**src/rtl/riscv_pipe_pkg.sv**
```systemverilog
// Shared pipeline definitions: datapath width, canonical NOP and fetch FSM states.
package riscv_pipe_pkg;

    localparam int XLEN = 32;

    // addi x0, x0, 0
    localparam logic [XLEN-1:0] NOP_INSTR = 32'h0000_0013;

    typedef enum logic [1:0] {
        FETCH = 2'd0,
        WAIT  = 2'd1,
        HOLD  = 2'd2,
        DROP  = 2'd3
    } fetch_state_e;

endpackage

```
**src/rtl/if_inst_buffer.sv**
```systemverilog
// One-entry instruction+PC holding register used when a response lands during a stall.
module if_inst_buffer
    import riscv_pipe_pkg::*;
(
    input  logic            clk,
    input  logic            rst_n,
    input  logic            load,
    input  logic            clear,
    input  logic [XLEN-1:0] instr_in,
    input  logic [XLEN-1:0] pc_in,
    output logic [XLEN-1:0] instr,
    output logic [XLEN-1:0] pc,
    output logic            valid
);

    // clear wins over load so a flush can never leave a stale entry behind
    always_ff @(posedge clk or negedge rst_n) begin
        if (!rst_n) begin
            instr <= '0;
            pc    <= '0;
            valid <= 1'b0;
        end else if (clear) begin
            valid <= 1'b0;
        end else if (load) begin
            instr <= instr_in;
            pc    <= pc_in;
            valid <= 1'b1;
        end
    end

endmodule

```
**src/rtl/if_fetch_stage.sv**
```systemverilog
// Instruction fetch stage: single-outstanding request/grant/rvalid memory port feeding the IF/ID register.
module if_fetch_stage
    import riscv_pipe_pkg::*;
#(
    parameter logic [XLEN-1:0] RESET_PC  = 32'h0000_0000,
    parameter logic [XLEN-1:0] NOP_INSTR = riscv_pipe_pkg::NOP_INSTR
) (
    input  logic                   clk,
    input  logic                   rst_n,
    input  logic                   stall_IF,
    input  logic                   flush_IF,
    input  logic signed [XLEN-1:0] branch_target,
    output logic                   imem_req,
    output logic        [XLEN-1:0] imem_addr,
    input  logic                   imem_gnt,
    input  logic                   imem_rvalid,
    input  logic        [XLEN-1:0] imem_rdata,
    output logic        [XLEN-1:0] Instruc_IFID,
    output logic signed [XLEN-1:0] PC_IFID
);

    fetch_state_e    state, state_nxt;
    logic [XLEN-1:0] pc, pc_nxt;
    logic [XLEN-1:0] pc_inflight, pc_inflight_nxt;
    logic            ifid_we;
    logic [XLEN-1:0] ifid_instr_nxt, ifid_pc_nxt;
    logic            buf_load, buf_clear, buf_valid;
    logic [XLEN-1:0] buf_instr, buf_pc;

    if_inst_buffer u_buf (
        .clk      (clk),
        .rst_n    (rst_n),
        .load     (buf_load),
        .clear    (buf_clear),
        .instr_in (imem_rdata),
        .pc_in    (pc_inflight),
        .instr    (buf_instr),
        .pc       (buf_pc),
        .valid    (buf_valid)
    );

    always_comb begin
        state_nxt       = state;
        pc_nxt          = pc;
        pc_inflight_nxt = pc_inflight;
        ifid_we         = !stall_IF;
        ifid_instr_nxt  = NOP_INSTR;
        ifid_pc_nxt     = '0;
        buf_load        = 1'b0;
        buf_clear       = 1'b0;
        imem_req        = (state == FETCH);
        imem_addr       = pc;

        case (state)
            FETCH: begin
                if (imem_gnt) begin
                    pc_inflight_nxt = pc;
                    pc_nxt          = pc + 32'd4;
                    state_nxt       = WAIT;
                end
            end
            WAIT: begin
                if (imem_rvalid) begin
                    if (stall_IF) begin
                        buf_load  = 1'b1;
                        state_nxt = HOLD;
                    end else begin
                        ifid_instr_nxt = imem_rdata;
                        ifid_pc_nxt    = pc_inflight;
                        state_nxt      = FETCH;
                    end
                end
            end
            HOLD: begin
                if (!stall_IF) begin
                    if (buf_valid) begin
                        ifid_instr_nxt = buf_instr;
                        ifid_pc_nxt    = buf_pc;
                    end
                    buf_clear = 1'b1;
                    state_nxt = FETCH;
                end
            end
            DROP: begin
                if (imem_rvalid) begin
                    state_nxt = FETCH;
                end
            end
            default: state_nxt = FETCH;
        endcase

        // Flush overrides everything above; the state choice depends on whether
        // a response is still owed by memory and must be swallowed in DROP.
        if (flush_IF) begin
            ifid_we        = 1'b1;
            ifid_instr_nxt = NOP_INSTR;
            ifid_pc_nxt    = '0;
            pc_nxt         = branch_target;
            buf_load       = 1'b0;
            buf_clear      = 1'b1;
            case (state)
                FETCH:   state_nxt = imem_gnt ? DROP : FETCH;
                WAIT:    state_nxt = imem_rvalid ? FETCH : DROP;
                HOLD:    state_nxt = FETCH;
                DROP:    state_nxt = imem_rvalid ? FETCH : DROP;
                default: state_nxt = FETCH;
            endcase
        end
    end

    always_ff @(posedge clk or negedge rst_n) begin
        if (!rst_n) begin
            state        <= FETCH;
            pc           <= RESET_PC;
            pc_inflight  <= '0;
            Instruc_IFID <= NOP_INSTR;
            PC_IFID      <= '0;
        end else begin
            state       <= state_nxt;
            pc          <= pc_nxt;
            pc_inflight <= pc_inflight_nxt;
            if (ifid_we) begin
                Instruc_IFID <= ifid_instr_nxt;
                PC_IFID      <= ifid_pc_nxt;
            end
        end
    end

endmodule

```
**config.mk**
```make
export PLATFORM = sky130hd
export DESIGN_NAME = if_fetch_stage
export DESIGN_NICKNAME = d
export VERILOG_FILES = /design/src/rtl/riscv_pipe_pkg.sv /design/src/rtl/if_inst_buffer.sv /design/src/rtl/if_fetch_stage.sv
export SDC_FILE = /design/constraint.sdc
export NUM_CORES = 1
export LEC_CHECK = 0
export CAP_MARGIN = 20
export CORE_MARGIN = 1
export CORE_UTILIZATION = 56
export CTS_CLUSTER_SIZE = 16
export DETAILED_ROUTE_END_ITERATION = 16
export PLACE_DENSITY = 0.86
export SYNTH_ARGS = -nofsm -noshare
export SYNTH_HDL_FRONTEND = slang
export SYNTH_SLANG_ARGS = --single-unit
```
**constraint.sdc**
```tcl
create_clock -name clk -period 4.3 [get_ports clk]
set_input_delay 0.43 -clock clk [delete_from_list [all_inputs] [get_ports clk]]
set_output_delay 0.43 -clock clk [all_outputs]
set_load 0.02 [all_outputs]
```
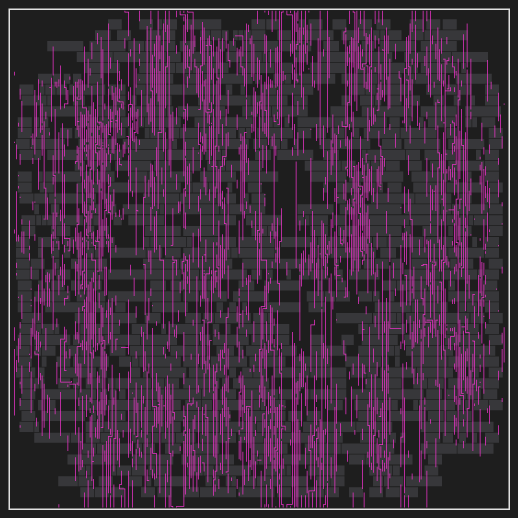
*The metal 2 layer*
Drawn at 4 px/um.
main direction = vertical
nets with wire on the layer = 829
longest straight run = 53.4 um
wire length on this layer = 9660 um
share of all routed wire = 50%

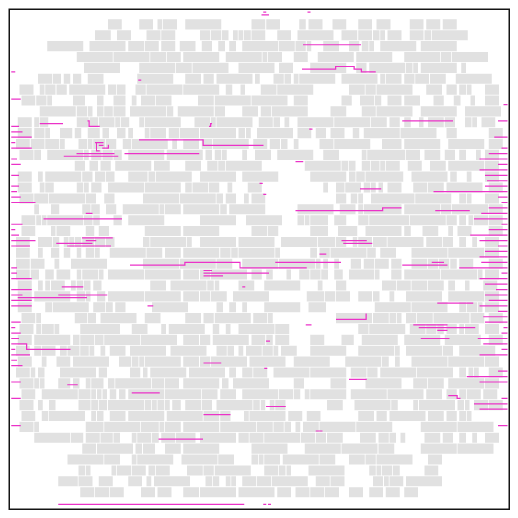
*M3 wires*
Drawn at 4 px/um.
nets with wire on the layer = 129
wire length on this layer = 872 um
longest straight run = 46.2 um
main direction = horizontal
share of all routed wire = 4.5%

==> metrics.yaml <==
netlist_area_um2: 8420
die_h_um: 125
syn_area_per_cell_um2: 11.3
cap_violations: 0
timing.hold.ws_ns: 0.408
final_nets: 970
logic_area_um2: 3300
flop_area_um2: 4880
grt-ovfl-total: 0
fp_util_pct: 57.7
antenna_found_initial: 0
firstDrtPassIters: 6
grt_pass1_vias: 6386
hpwl_um: 12800
die_area_um2: 15500
ys_cells: 748
lay_top_count: "dfrtp_1"
routabilityCongestion: 0.868
dp_cells: 1057
total_power_mw: 5.48
place_area_um2: 10200
required_ns: 4.61
layout_min_cycle_time_ns: 2.84
tightestPinTransition_ns: 1.03
cts_setup_buffers: 0
grt_first_pass_wirelength_um: 32200
timing.rr.end: "imem_addr[15]"
yosysWarnings: 0
nFillCells: 995
viasPerCell: 5.87
leakagePower_nw: 4.43
setup_tns_ns: 0
finalWirelength_um: 19400
pwr_density_cell_nw_per_um2: 505
worstSetupStartpointType: "flip-flop"
min_path_type: "input pin to async pin"
drive_gt1_share_pct: 16.0
cts-root-buf: "clkbuf_16"
syn2layout_area_growth_pct: 28.8
period_used_pct: 66.2
final_cell_mix: "192 x dfrtp_1, 165 x clkdlybuf4s50_1, 101 x nand2_1, 91 x o21ai_0, 88 x mux2_2"
critPathCaptureType: "flip-flop"
maxClockFrequency_mhz: 352
ys.flops: 195
synth-edff-count: 0
clk_latency_ns: 0.43
cts_tree: "yes"
drv_slew: 0
rsz0062_at_grt: "no"
ys_sh_simple_pct: 10.4
fin_area_um2: 10800
chipWidth_um: 125
final_cells: 1091
hold_viol: 0
htreeDepth: 4
endpoint: "imem_addr[15]"
status: "finished clean"
peakVddDrop_mv: 0.315
wl_per_cell_um: 17.7
ys_sh_mux_pct: 11.9
finalSetupViolCount: 0
cts-buffers-inserted: 17
ys_seq_share_pct: 58.0
synth_nets: 824
place_ws_ns: 1.44
synth_adder_area_share_pct: 0.892
relSlewSlack_pct: 31.0
tool_warnings: 32
ff2ff_setup_slack_ns: 1.46
ff_type: "dfrtp_1"
xor_share_pct: 1.25
finalWorstSetupSlack_ns: 1.46
cp.arrival_ns: 3.16
antenna_cells: 0
ys_area_um2: 8420
finClkSkew_ns: 0.00702
io_buffers: 166
cts_hold_buffers: 0
ys_types: 46
synth_cells: 748
cts_sinks: 195
rows: 44
logic_family: "AND-OR/OR-AND gates"
antenna_left: 0
drc: 0
cts_resized: 0
cts.path.max_buffers: 2
vias: 6401
reg2reg_from: "state[1]"
aoi_share_pct: 14.5
clk_pin_slew_ns: 0.07
ioPinCount: 167
critPathMaxFanout: 16
crit_type: "flip-flop to flip-flop"
core_area_um2: 14600
crit_path_start: "state[1]"
r2r_cells: 6
drtIter0Drc: 649
synthArstFlopShare_pct: 100
grt_max_degree: 136
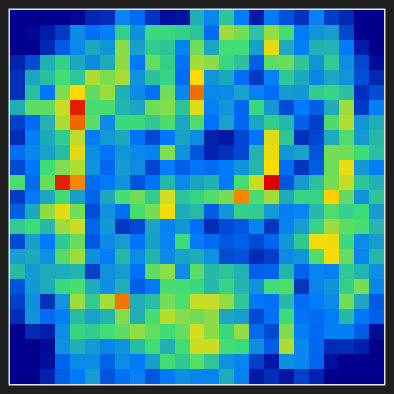
*Wire density map*
Drawn at 3 px/um. The die is cut into 25 by 25 equal tiles; dark blue is low, red is high, scaled to the fullest tile. Values are wire area over tile area, all layers added.
mean over tiles = 0.20
tiles over half the peak = 22%
fullest tile = 0.56
nearly empty tiles = 4.6%
emptiest ninth of the die = lower right

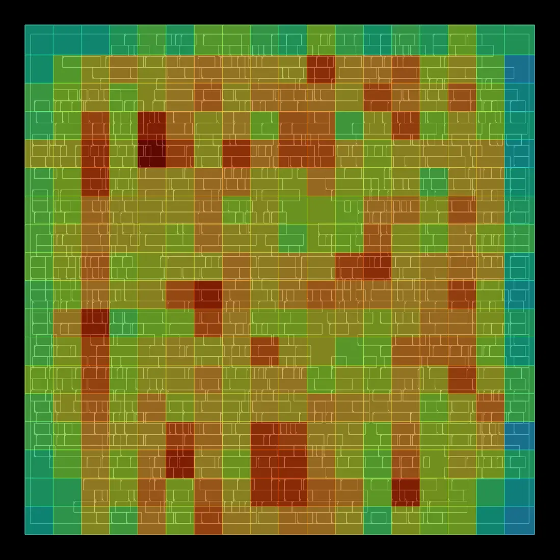
*Track usage over the die*
final core occ: 74.3%
met3 usage: 5.03%
total track usage: 26.1%
met2 Usage GRT: 42.7%

## area by class of cell
type	count	area share [%]
Tap cell	184	2.12
Clock inverter	10	0.911
Multi-Input combinational cell	489	30.5
Timing Repair Buffer	177	16.5
Clock buffer	22	4.47
Sequential cell	195	45.0
Inverter	14	0.485
## cell usage after synthesis, drive strengths merged, types with 6 or more instances
master | number | area share [%]
a22oi | 61 | 5.4
a31oi | 18 | 1.3
buf | 8 | 0.55
clkbuf | 42 | 2.0
dfrtp | 192 | 57
ha | 6 | 0.89
inv | 13 | 0.58
mux2 | 88 | 12
nand2 | 101 | 4.5
nand3 | 15 | 0.95
nand4 | 8 | 0.67
nor2 | 26 | 1.2
nor4 | 7 | 0.52
o21ai | 91 | 5.4
o31ai | 9 | 0.80
or4 | 9 | 0.80
xnor2 | 10 | 1.0
## critical path, cell delays in order, from the launching register on
cell	delay [ns]
dfrtp_1	0.42
inv_1	0.12
ha_1	0.33
nand3_1	0.43
or3_1	0.70
o311a_2	0.40
a311o_1	0.32
## power by group
group / total [mW] / internal (mW) / switching [mW]
clock: 1.55 / 0.863 / 0.685
sequential: 2.70 / 2.35 / 0.353
combinational: 1.23 / 0.652 / 0.577
## per-layer routing
| metal | vias to the layer above | track usage, % | routed length (um) |
|---|---|---|---|
| met5 | - | 0 | 0 |
| met4 | 0 | 8.43 | 342 |
| met3 | 23 | 5.03 | 872 |
| met2 | 216 | 42.7 | 9660 |
| met1 | 3160 | 35.2 | 8480 |
| li1 | 3002 | - | - |
## state kept, by name, summed over array words and instances (netlist names)
signal	cells
PC_IFID	32
u_buf.pc	32
u_buf.instr	32
u_buf.valid	1
Instruc_IFID	32
state	2
imem_addr	32
pc_inflight	32
Power figures rest on the tool's default switching activity, not on a simulated workload.
